<file path="src/rtl/multi_mode_ff_bank_pkg.sv">
// Shared constants for the multi-mode flip-flop bank.
// Mode encodings and SR both-asserted policy codes.
package multi_mode_ff_bank_pkg;

  localparam logic [1:0] MODE_D  = 2'b00;
  localparam logic [1:0] MODE_T  = 2'b01;
  localparam logic [1:0] MODE_JK = 2'b10;
  localparam logic [1:0] MODE_SR = 2'b11;

  localparam int POL_HOLD = 0;
  localparam int POL_SET  = 1;
  localparam int POL_RST  = 2;
  localparam int POL_TGL  = 3;

endpackage

</file>
<file path="src/rtl/multi_mode_ff_bank_ff_cell.sv">
// One storage bit: D/T/JK/SR next-state, async-reset register.
// Ports: clk, rst_n, en, mode, a, b -> q, ill (comb S=R=1 flag).
module ff_cell
  import multi_mode_ff_bank_pkg::*;
#(
  parameter logic RST_VAL = 1'b0,
  parameter int   POLICY  = POL_HOLD
) (
  input  logic       clk,
  input  logic       rst_n,
  input  logic       en,
  input  logic [1:0] mode,
  input  logic       a,
  input  logic       b,
  output logic       q,
  output logic       ill
);

  logic r_q;
  logic w_nxt;
  logic w_both;

  always_comb begin
    w_both = r_q;
    case (POLICY)
      POL_SET: w_both = 1'b1;
      POL_RST: w_both = 1'b0;
      POL_TGL: w_both = ~r_q;
      default: w_both = r_q;
    endcase
  end

  always_comb begin
    w_nxt = r_q;
    unique case (mode)
      MODE_D:  w_nxt = a;
      MODE_T:  w_nxt = r_q ^ a;
      MODE_JK: begin
        unique case ({a, b})
          2'b00: w_nxt = r_q;
          2'b01: w_nxt = 1'b0;
          2'b10: w_nxt = 1'b1;
          2'b11: w_nxt = ~r_q;
        endcase
      end
      MODE_SR: begin
        unique case ({a, b})
          2'b00: w_nxt = r_q;
          2'b01: w_nxt = 1'b0;
          2'b10: w_nxt = 1'b1;
          2'b11: w_nxt = w_both;
        endcase
      end
    endcase
  end

  always_ff @(posedge clk or negedge rst_n) begin
    if (!rst_n) begin
      r_q <= RST_VAL;
    end else if (en) begin
      r_q <= w_nxt;
    end
  end

  assign q   = r_q;
  assign ill = en & (mode == MODE_SR) & a & b;

endmodule

</file>
<file path="src/rtl/multi_mode_ff_bank.sv">
// WIDTH-bit bank of run-time selectable D/T/JK/SR flip-flops.
// Ports: clk, rst_n, en, mode, a, b, clr_cnt -> Q, Q_bar, illegal, illegal_cnt.
module multi_mode_ff_bank
  import multi_mode_ff_bank_pkg::*;
#(
  parameter int               WIDTH          = 8,
  parameter logic [WIDTH-1:0] RST_VAL        = '0,
  parameter int               SR_BOTH_POLICY = POL_HOLD,
  parameter int               CNT_W          = 8
) (
  input  logic             clk,
  input  logic             rst_n,
  input  logic             en,
  input  logic [1:0]       mode,
  input  logic [WIDTH-1:0] a,
  input  logic [WIDTH-1:0] b,
  input  logic             clr_cnt,
  output logic [WIDTH-1:0] Q,
  output logic [WIDTH-1:0] Q_bar,
  output logic             illegal,
  output logic [CNT_W-1:0] illegal_cnt
);

  localparam logic [CNT_W-1:0] CNT_MAX = '1;

  logic [WIDTH-1:0] w_q;
  logic [WIDTH-1:0] w_ill;
  logic             w_any_ill;
  logic             r_ill;
  logic [CNT_W-1:0] r_cnt;

  for (genvar i = 0; i < WIDTH; i++) begin : g_cell
    ff_cell #(
      .RST_VAL (RST_VAL[i]),
      .POLICY  (SR_BOTH_POLICY)
    ) u_cell (
      .clk   (clk),
      .rst_n (rst_n),
      .en    (en),
      .mode  (mode),
      .a     (a[i]),
      .b     (b[i]),
      .q     (w_q[i]),
      .ill   (w_ill[i])
    );
  end

  // One event per cycle regardless of how many bits collide.
  assign w_any_ill = |w_ill;

  always_ff @(posedge clk or negedge rst_n) begin
    if (!rst_n) begin
      r_ill <= 1'b0;
      r_cnt <= '0;
    end else begin
      r_ill <= w_any_ill;
      if (clr_cnt) begin
        r_cnt <= '0;
      end else if (w_any_ill && (r_cnt != CNT_MAX)) begin
        r_cnt <= r_cnt + 1'b1;
      end
    end
  end

  assign Q           = w_q;
  assign Q_bar       = ~w_q;
  assign illegal     = r_ill;
  assign illegal_cnt = r_cnt;

endmodule

</file>
<file path="config.mk">
export PLATFORM = sky130hd
export DESIGN_NAME = multi_mode_ff_bank
export DESIGN_NICKNAME = d
export VERILOG_FILES = /design/src/rtl/multi_mode_ff_bank_pkg.sv /design/src/rtl/multi_mode_ff_bank_ff_cell.sv /design/src/rtl/multi_mode_ff_bank.sv
export SDC_FILE = /design/constraint.sdc
export NUM_CORES = 1
export LEC_CHECK = 0
export CAP_MARGIN = 20
export CORE_MARGIN = 2
export CORE_UTILIZATION = 30
export DETAILED_ROUTE_END_ITERATION = 10
export HOLD_SLACK_MARGIN = 0.03
export SYNTH_ARGS = -nofsm -noshare
export SYNTH_HDL_FRONTEND = slang
export SYNTH_HIERARCHICAL = 1
export SYNTH_SLANG_ARGS = --single-unit
</file>
<file path="constraint.sdc">
create_clock -name clk -period 2.9 [get_ports clk]
set_input_delay 0.29 -clock clk [delete_from_list [all_inputs] [get_ports clk]]
set_output_delay 0.29 -clock clk [all_outputs]
set_load 0.01 [all_outputs]
</file>
==> results.txt, run 1 <==
flow finished, numbers: status finished, final reports clean, path type of the worst setup path input port to flip-flop, Antenna Violating Nets Remaining 0, Final Core Density 41.1%, placeable core area 5850 um^2, number of storage elements in the synthesis netlist 17, nets 303, combined area of all synthesized cells 1790 um^2, worst-case clock skew 0.00512 ns, slack of the worst reg-to-reg path 1.25 ns, GRT Residual Overflow 0, # Cells Yosys 204, area share of the largest cell type after synthesis 23.8%, dominant logic cell types in the final layout sky130_fd_sc_hd__clkdlybuf4s50_1, sky130_fd_sc_hd__inv_1, sky130_fd_sc_hd__ha_1, number of clock sinks seen by CTS 17, final cell count without fillers 330, root buf cell sky130_fd_sc_hd__clkbuf_8, Net Count, Synth 251, total power 0.000804 W, initial antenna violation count 0, Adders+Majority by Area 17.5%, GR Layer Usage met3 2.78%, AND-OR/OR-AND share of the synthesized area 14.4%, Worst VDD drop 219 uV, met1 capacity usage during global routing 16.3%, clk buf depth 2, worst hold path type input port to async pin, most frequent standard cell in the layout excluding fill and tap cells sky130_fd_sc_hd__clkdlybuf4s50_1, die y size 81.2 um, number of max-cap violations 0, static power due to leakage 1.10 nW, Critical Path Sink Type flip-flop, final weighted congestion in routability-driven placement 0.776, Total Neg Setup Slack 0 ns, endpoint required time on the critical path 3.05 ns, detailed placer's ending HPWL 2950 um, Final Hold Slack 0.513 ns, total instance count after detailed placement 326, Unique cell types 34, Top logic family simple AND/OR/NAND/NOR gates, Max Fanout on Critical Path 30, IO Count 47, number of design-rule violations left by the first detailed-router iteration 48, RSZ-0062 raised after global routing false, First-pass DRT Iterations 4, remaining routing DRC violations 0, maximum number of pins on one net before global-route repair 49, maximum level of the CTS H-tree 1, postcts setup bufs 0, Top area cell types sky130_fd_sc_hd__dfrtp_1, sky130_fd_sc_hd__ha_1, sky130_fd_sc_hd__inv_1, number of I/O port buffers 46, Fillers 604, r2r startpoint illegal_cnt[0], detail-routed via count per cell 4.98, vias in the first global route 1486, warning count from the yosys run 6, min Tclk post-route 2.22 ns, busiest metal layer after global routing met2, hold buffers post-CTS 0, Yosys Chip Area 1790 um^2, later-pin clock latency in the skew report 0.26 ns, Post-Synth XOR/XNOR Area 0%, proportion of synthesized area in mux cells 5.88%, overall chip area 6590 um^2, worst rel slew slack 44.1%, Power per Cell Area 335 nW/um^2, logic depth of the worst register-to-register path 5, data arrival time of the critical path 2.37 ns, quantity of gates resized following cts 0, worst reg2reg path endpoint illegal_cnt[3], floorplan-stage core utilization 30.6%, CTS clk-pin slew, worst paths 0.07 ns, register area share after synthesis 23.8%, Tcrit/Tclk final 76.6%, met2 capacity usage during global routing 21.7%, timing-limited maximum frequency 0.450 GHz, most area-hungry cell type in the Yosys netlist sky130_fd_sc_hd__dfrtp_1, Tightest Pin Transition 0.837 ns, CTS tree done, number of diodes added for antenna fixing 0, tool warnings 42, final tally of hold violations 0, number of instances in the synthesized netlist 204, yosys simple share 28.6%, startpoint types input port, final count of pins violating max slew 0, ratio of cells with drive above 1 in the final layout 11.4%, area added between synthesis and finish 34.4%, number of clock buffers inserted by TritonCTS 3, Cell Rows 28, first-pass GRT wire length 6560 um, post-synthesis area per instance 8.76 um^2, die width 81.2 um, final tally of setup violations 0
[run 1: worst max-delay path by stage]
stage | from | end | slack [ns]
floorplan | b[0] | illegal_cnt[5] | 1.26
finish | mode[1] | illegal_cnt[5] | 0.68
CTS | mode[1] | illegal_cnt[5] | 0.69
global placement | mode[1] | illegal_cnt[5] | 0.46
detailed placement | mode[1] | illegal_cnt[5] | 0.42
global route | mode[1] | illegal_cnt[6] | 0.52
[run 1: metrics by stage]
stage / instance area [um^2] / setup slack, ns
2_1_floorplan: 1790 / 1.26
3_3_place_gp: 2360 / 0.460
3_5_place_dp: 2360 / 0.424
4_1_cts: 2400 / 0.692
5_1_grt: 2400 / 0.515
6_report: 2400 / 0.679
[run 1: power by group]
| group | internal, W | total [W] | switching [W] |
|---|---|---|---|
| clock | 0.0000977 | 0.000185 | 0.0000876 |
| sequential | 0.000265 | 0.000301 | 0.0000365 |
| combinational | 0.000182 | 0.000318 | 0.000135 |
| total | 0.000545 | 0.000804 | 0.000259 |
[run 1: critical path, stage by stage]
cell,delay [ns]
sky130_fd_sc_hd__clkdlybuf4s50_1,0.46
sky130_fd_sc_hd__buf_4,0.29
sky130_fd_sc_hd__nand3_1,0.11
sky130_fd_sc_hd__nor3_1,0.32
sky130_fd_sc_hd__nor4_2,0.08
sky130_fd_sc_hd__and2_4,0.19
sky130_fd_sc_hd__nor4_2,0.31
sky130_fd_sc_hd__mux2_4,0.32
[run 1: cell type report]
type / instances / area [um^2] / share of cell area [%]
Clock buffer: 4 / 45.0 / 1.87
Tap cell: 75 / 93.8 / 3.90
Multi-Input combinational cell: 143 / 1190 / 49.3
Sequential cell: 17 / 425 / 17.7
Timing Repair Buffer: 49 / 495 / 20.6
Inverter: 42 / 158 / 6.56
[run 1: cell families after synthesis]
kind of cell / count (synthesis)
adders and majority gates: 25
and+or+nand+nor: 73
muxes: 9
DFF: 17
AOI/OAI and AO/OA: 36
buffers and inverters: 44
[run 1: cell usage after synthesis, drive strengths merged]
| master | instances |
|---|---|
| or4 | 2 |
| a211oi | 8 |
| a31oi | 8 |
| o41a | 1 |
| buf | 2 |
| nor3 | 12 |
| or3b | 8 |
| and4b | 8 |
| mux2 | 9 |
| inv | 42 |
| nand2 | 10 |
| a311oi | 8 |
| nand3b | 1 |
| and3b | 1 |
| or2 | 8 |
| or3 | 1 |
| o21ba | 1 |
| a21oi | 6 |
| and2 | 2 |
| nand3 | 11 |
| dfrtp | 17 |
| ha | 25 |
| nor2 | 3 |
| and2b | 1 |
| nand4 | 1 |
| o31ai | 1 |
| o41ai | 1 |
| nor4 | 4 |
| o21ai | 2 |
[run 1: layer usage]
| layer | routed length, um | share of wire, % |
|---|---|---|
| met1 | 1850 | 47 |
| met2 | 1940 | 49 |
| met3 | 134 | 3.4 |
| met4 | 25 | 0.63 |
| met5 | 0 | 0 |
[run 1: sequential cells by signal, indices dropped and copies added (netlist names)]
name and count:
g_cell.u_cell/q 8, illegal 1, illegal_cnt 8
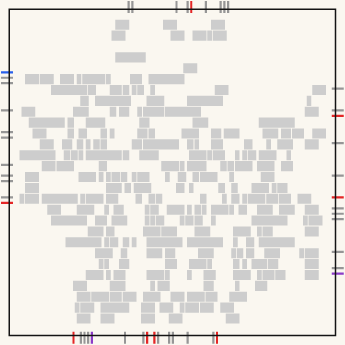
**Above:** run 1 (I/O pins on the die edge).
Drawn at 4 px/um. Pins as bars across the die edge, other pins in grey.
| colour | port | pins | direction | edge |
|---|---|---|---|---|
| purple | mode | 2 | input | 1 bottom, 1 right |
| blue | clr_cnt | 1 | input | left |
| red | b | 8 | input | 4 bottom, 2 right, 1 top, 1 left |
all pins by edge: 15 bottom, 12 right, 11 left, 9 top

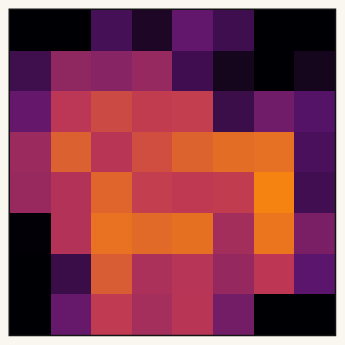
**Above:** run 1 (placement density heat map).
Drawn at 4 px/um. 8 x 8 tiles, from black (low) to pale yellow (high), 0 to 100% covered.
nearly empty tiles: 16%
fullest tile: 73%
mean over tiles: 35%
densest ninth of the die: middle
emptiest ninth of the die: top right

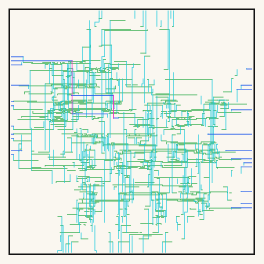
**Above:** run 1 (wiring by layer).
Drawn at 3 px/um.
| colour | layer | wire length |
|---|---|---|
| green | metal 1 | 1850 um |
| blue | metal 3 | 134 um |
| cyan | metal 2 | 1940 um |
| magenta | metal 4 | 25.2 um |
WL per Instance: 12.0 um
sum of routed wire length over all layers: 3950 um
Overall Global Routing Usage: 12.6%
routed via count: 1643

==> inputs of run 2 (changes only) <==
clock period = 2.19 ns   (was 2.9 ns; I/O delays follow)
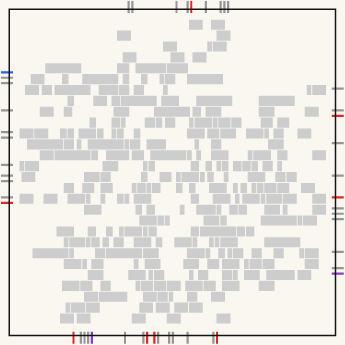
**Above:** run 2 (I/O pins on the die edge).
Drawn at 4 px/um. Pins as bars across the die edge, other pins in grey.
| colour | port | pins | direction | edge |
|---|---|---|---|---|
| blue | clr_cnt | 1 | input | left |
| red | b | 8 | input | 4 bottom, 2 right, 1 top, 1 left |
| purple | mode | 2 | input | 1 bottom, 1 right |
number of I/O port buffers: 46
die width: 81.2 um
die y size: 81.2 um

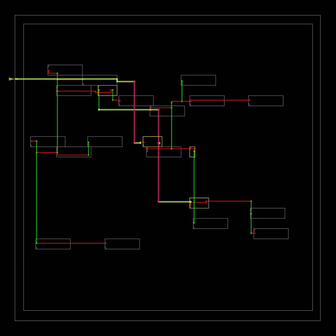
**Above:** run 2 (clock nets).
worst-case clock skew: 0.00246 ns
clock buffer count: 4

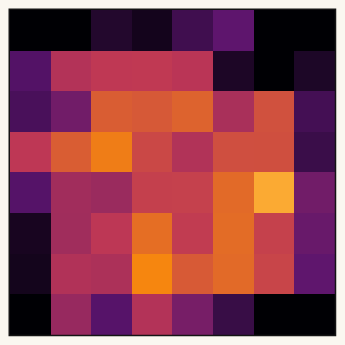
**Above:** run 2 (placement density heat map).
Drawn at 4 px/um. 8 x 8 tiles, from black (low) to pale yellow (high), 0 to 100% covered.
mean over tiles: 37%
fullest tile: 82%
tiles over 75% full: 1.6%

==> results.txt, run 2 <==
flow finished, numbers: total power 0.00110 W, proportion of register bits with asynchronous set or reset after synthesis 100%, maximum number of pins on one net before global-route repair 28, most numerous cell on the critical path sky130_fd_sc_hd__nor4_2, proportion of synthesized area in mux cells 5.88%, hold buffers post-CTS 0, later-pin clock latency in the skew report 0.26 ns, static power due to leakage 1.17 nW, final count of pins violating max slew 0, overall chip area 6590 um^2, tool warnings 42, quantity of gates resized following cts 0, final tally of setup violations 0, CTS clk-pin slew, worst paths 0.07 ns, worst rel slew slack 78.2%, r2r startpoint illegal_cnt[0], Max Fanout on Critical Path 8, WL per Instance 12.3 um, CTS tree done, logic depth of the worst register-to-register path 5, detail-routed via count per cell 4.82, Overall Global Routing Usage 13.9%, final tally of hold violations 0, postcts setup bufs 0, First-pass DRT Iterations 4, worst-path cell with the longest stage delay sky130_fd_sc_hd__clkdlybuf4s50_1, timing-limited maximum frequency 0.504 GHz, number of max-cap violations 0, Antenna Violating Nets Remaining 0, Power per Cell Area 436 nW/um^2, number of design-rule violations left by the first detailed-router iteration 43, data arrival time of the critical path 2.14 ns, floorplan-stage core utilization 30.6%, area added between synthesis and finish 41.0%, final weighted congestion in routability-driven placement 0.797, combined area of all synthesized cells 1790 um^2, GRT Residual Overflow 0, number of storage elements in the synthesis netlist 17, register area share after synthesis 23.8%, Post-Place Worst Slack -0.105 ns, most frequently used flop master after synthesis sky130_fd_sc_hd__dfrtp_1, first-pass GRT wire length 7160 um, Cell Rows 28, endpoint required time on the critical path 2.34 ns, number of enable flip-flop cells 0, status finished, final reports clean, Tcrit/Tclk final 90.6%, sum of routed wire length over all layers 4240 um, maximum level of the CTS H-tree 1, IO Count 47, yosys simple share 28.6%, cell with the most instances after synthesis sky130_fd_sc_hd__inv_1, dominant logic cell types in the final layout sky130_fd_sc_hd__clkdlybuf4s50_1, sky130_fd_sc_hd__inv_1, sky130_fd_sc_hd__ha_1, post-synthesis area per instance 8.76 um^2, Net Count, Synth 251, Adders+Majority by Area 17.5%, maximum single-stage delay on the critical path 0.66 ns, most frequent standard cell in the layout excluding fill and tap cells sky130_fd_sc_hd__clkdlybuf4s50_1, nets 317, detailed placer's ending HPWL 3220 um, clk buf depth 2, RSZ-0062 raised after global routing false, number of clock sinks seen by CTS 17, Top area cell types sky130_fd_sc_hd__dfrtp_1, sky130_fd_sc_hd__ha_1, sky130_fd_sc_hd__inv_1, Fillers 579, remaining routing DRC violations 0, startpoint types input port, number of clock buffers inserted by TritonCTS 3, timing startpoint of the critical path en, top cells by instance count after synthesis sky130_fd_sc_hd__inv_1, sky130_fd_sc_hd__ha_1, sky130_fd_sc_hd__dfrtp_1, sky130_fd_sc_hd__nand3_1, sky130_fd_sc_hd__nor3_1, root buf cell sky130_fd_sc_hd__clkbuf_8, Yosys Chip Area 1790 um^2, Top logic family simple AND/OR/NAND/NOR gates, vias in the first global route 1579, most area-hungry cell type in the Yosys netlist sky130_fd_sc_hd__dfrtp_1
==> run 2: cell count changes in the layout (fill, tap and decap cells not counted), sizes merged <==
cell / previous run / this run
buf: 3 / 17
==> run 2: critical path, delay by kind of cell <==
kind                   cells  cell delay (ns)
AND/OR/NAND/NOR            4             0.84
buffers and inverters      2             0.76
multiplexers               1             0.32
==> run 2: cells by family (layout without fill, tap and decap cells) <==
family | Yosys count | count (layout)
buffers and inverters | 44 | 109
adder cells (fa/ha/maj) | 25 | 25
flip-flops | 17 | 17
AND/OR/NAND/NOR | 73 | 73
multiplexers | 9 | 9
AND-OR/OR-AND | 36 | 36
==> run 2: worst max-delay path by stage <==
stage,end,cells past startpoint
finish,illegal_cnt[5],7
global route,illegal_cnt[5],7
CTS,illegal_cnt[5],7
detailed placement,illegal_cnt[5],7
global placement,illegal_cnt[5],7
floorplan,illegal_cnt[5],7
==> run 2: layout make-up <==
type	count	area (um^2)	share of cell area, %
multi-input cells	143	1190	47.0
repair buffers	63	613	24.3
flip-flops and latches	17	425	16.9
inverters	42	158	6.25
well taps	75	93.8	3.72
clock buffers	4	45.0	1.79
==> run 2: layer usage <==
| metal | up-vias | share of wire [%] | global-route usage, % |
|---|---|---|---|
| met1 | 764 | 48 | 17.6 |
| li1 | 856 | - | - |
| met2 | 32 | 47 | 24.2 |
| met4 | 0 | 0.94 | 3.56 |
| met5 | - | 0 | 0 |
| met3 | 5 | 4.1 | 2.44 |
==> run 2: power breakdown <==
| group | internal, W | switching, W |
|---|---|---|
| clock | 0.000130 | 0.000120 |
| sequential | 0.000351 | 0.0000494 |
| combinational | 0.000263 | 0.000187 |
| total | 0.000743 | 0.000356 |
==> run 2: per-stage QoR <==
step	TNS [ns]	utilization (%)	hold slack (ns)	area, um^2
final	0	43.1	0.289	2520
after global routing	0	43.1	0.311	2520
after CTS	0	43.1	0.285	2520
after detailed placement	-0.329	42.3	0.576	2480
after global placement	-0.198	42.3	0.578	2480
after floorplan	0	-	-0.0766	1790
Power is estimated from default activity; no workload was simulated.
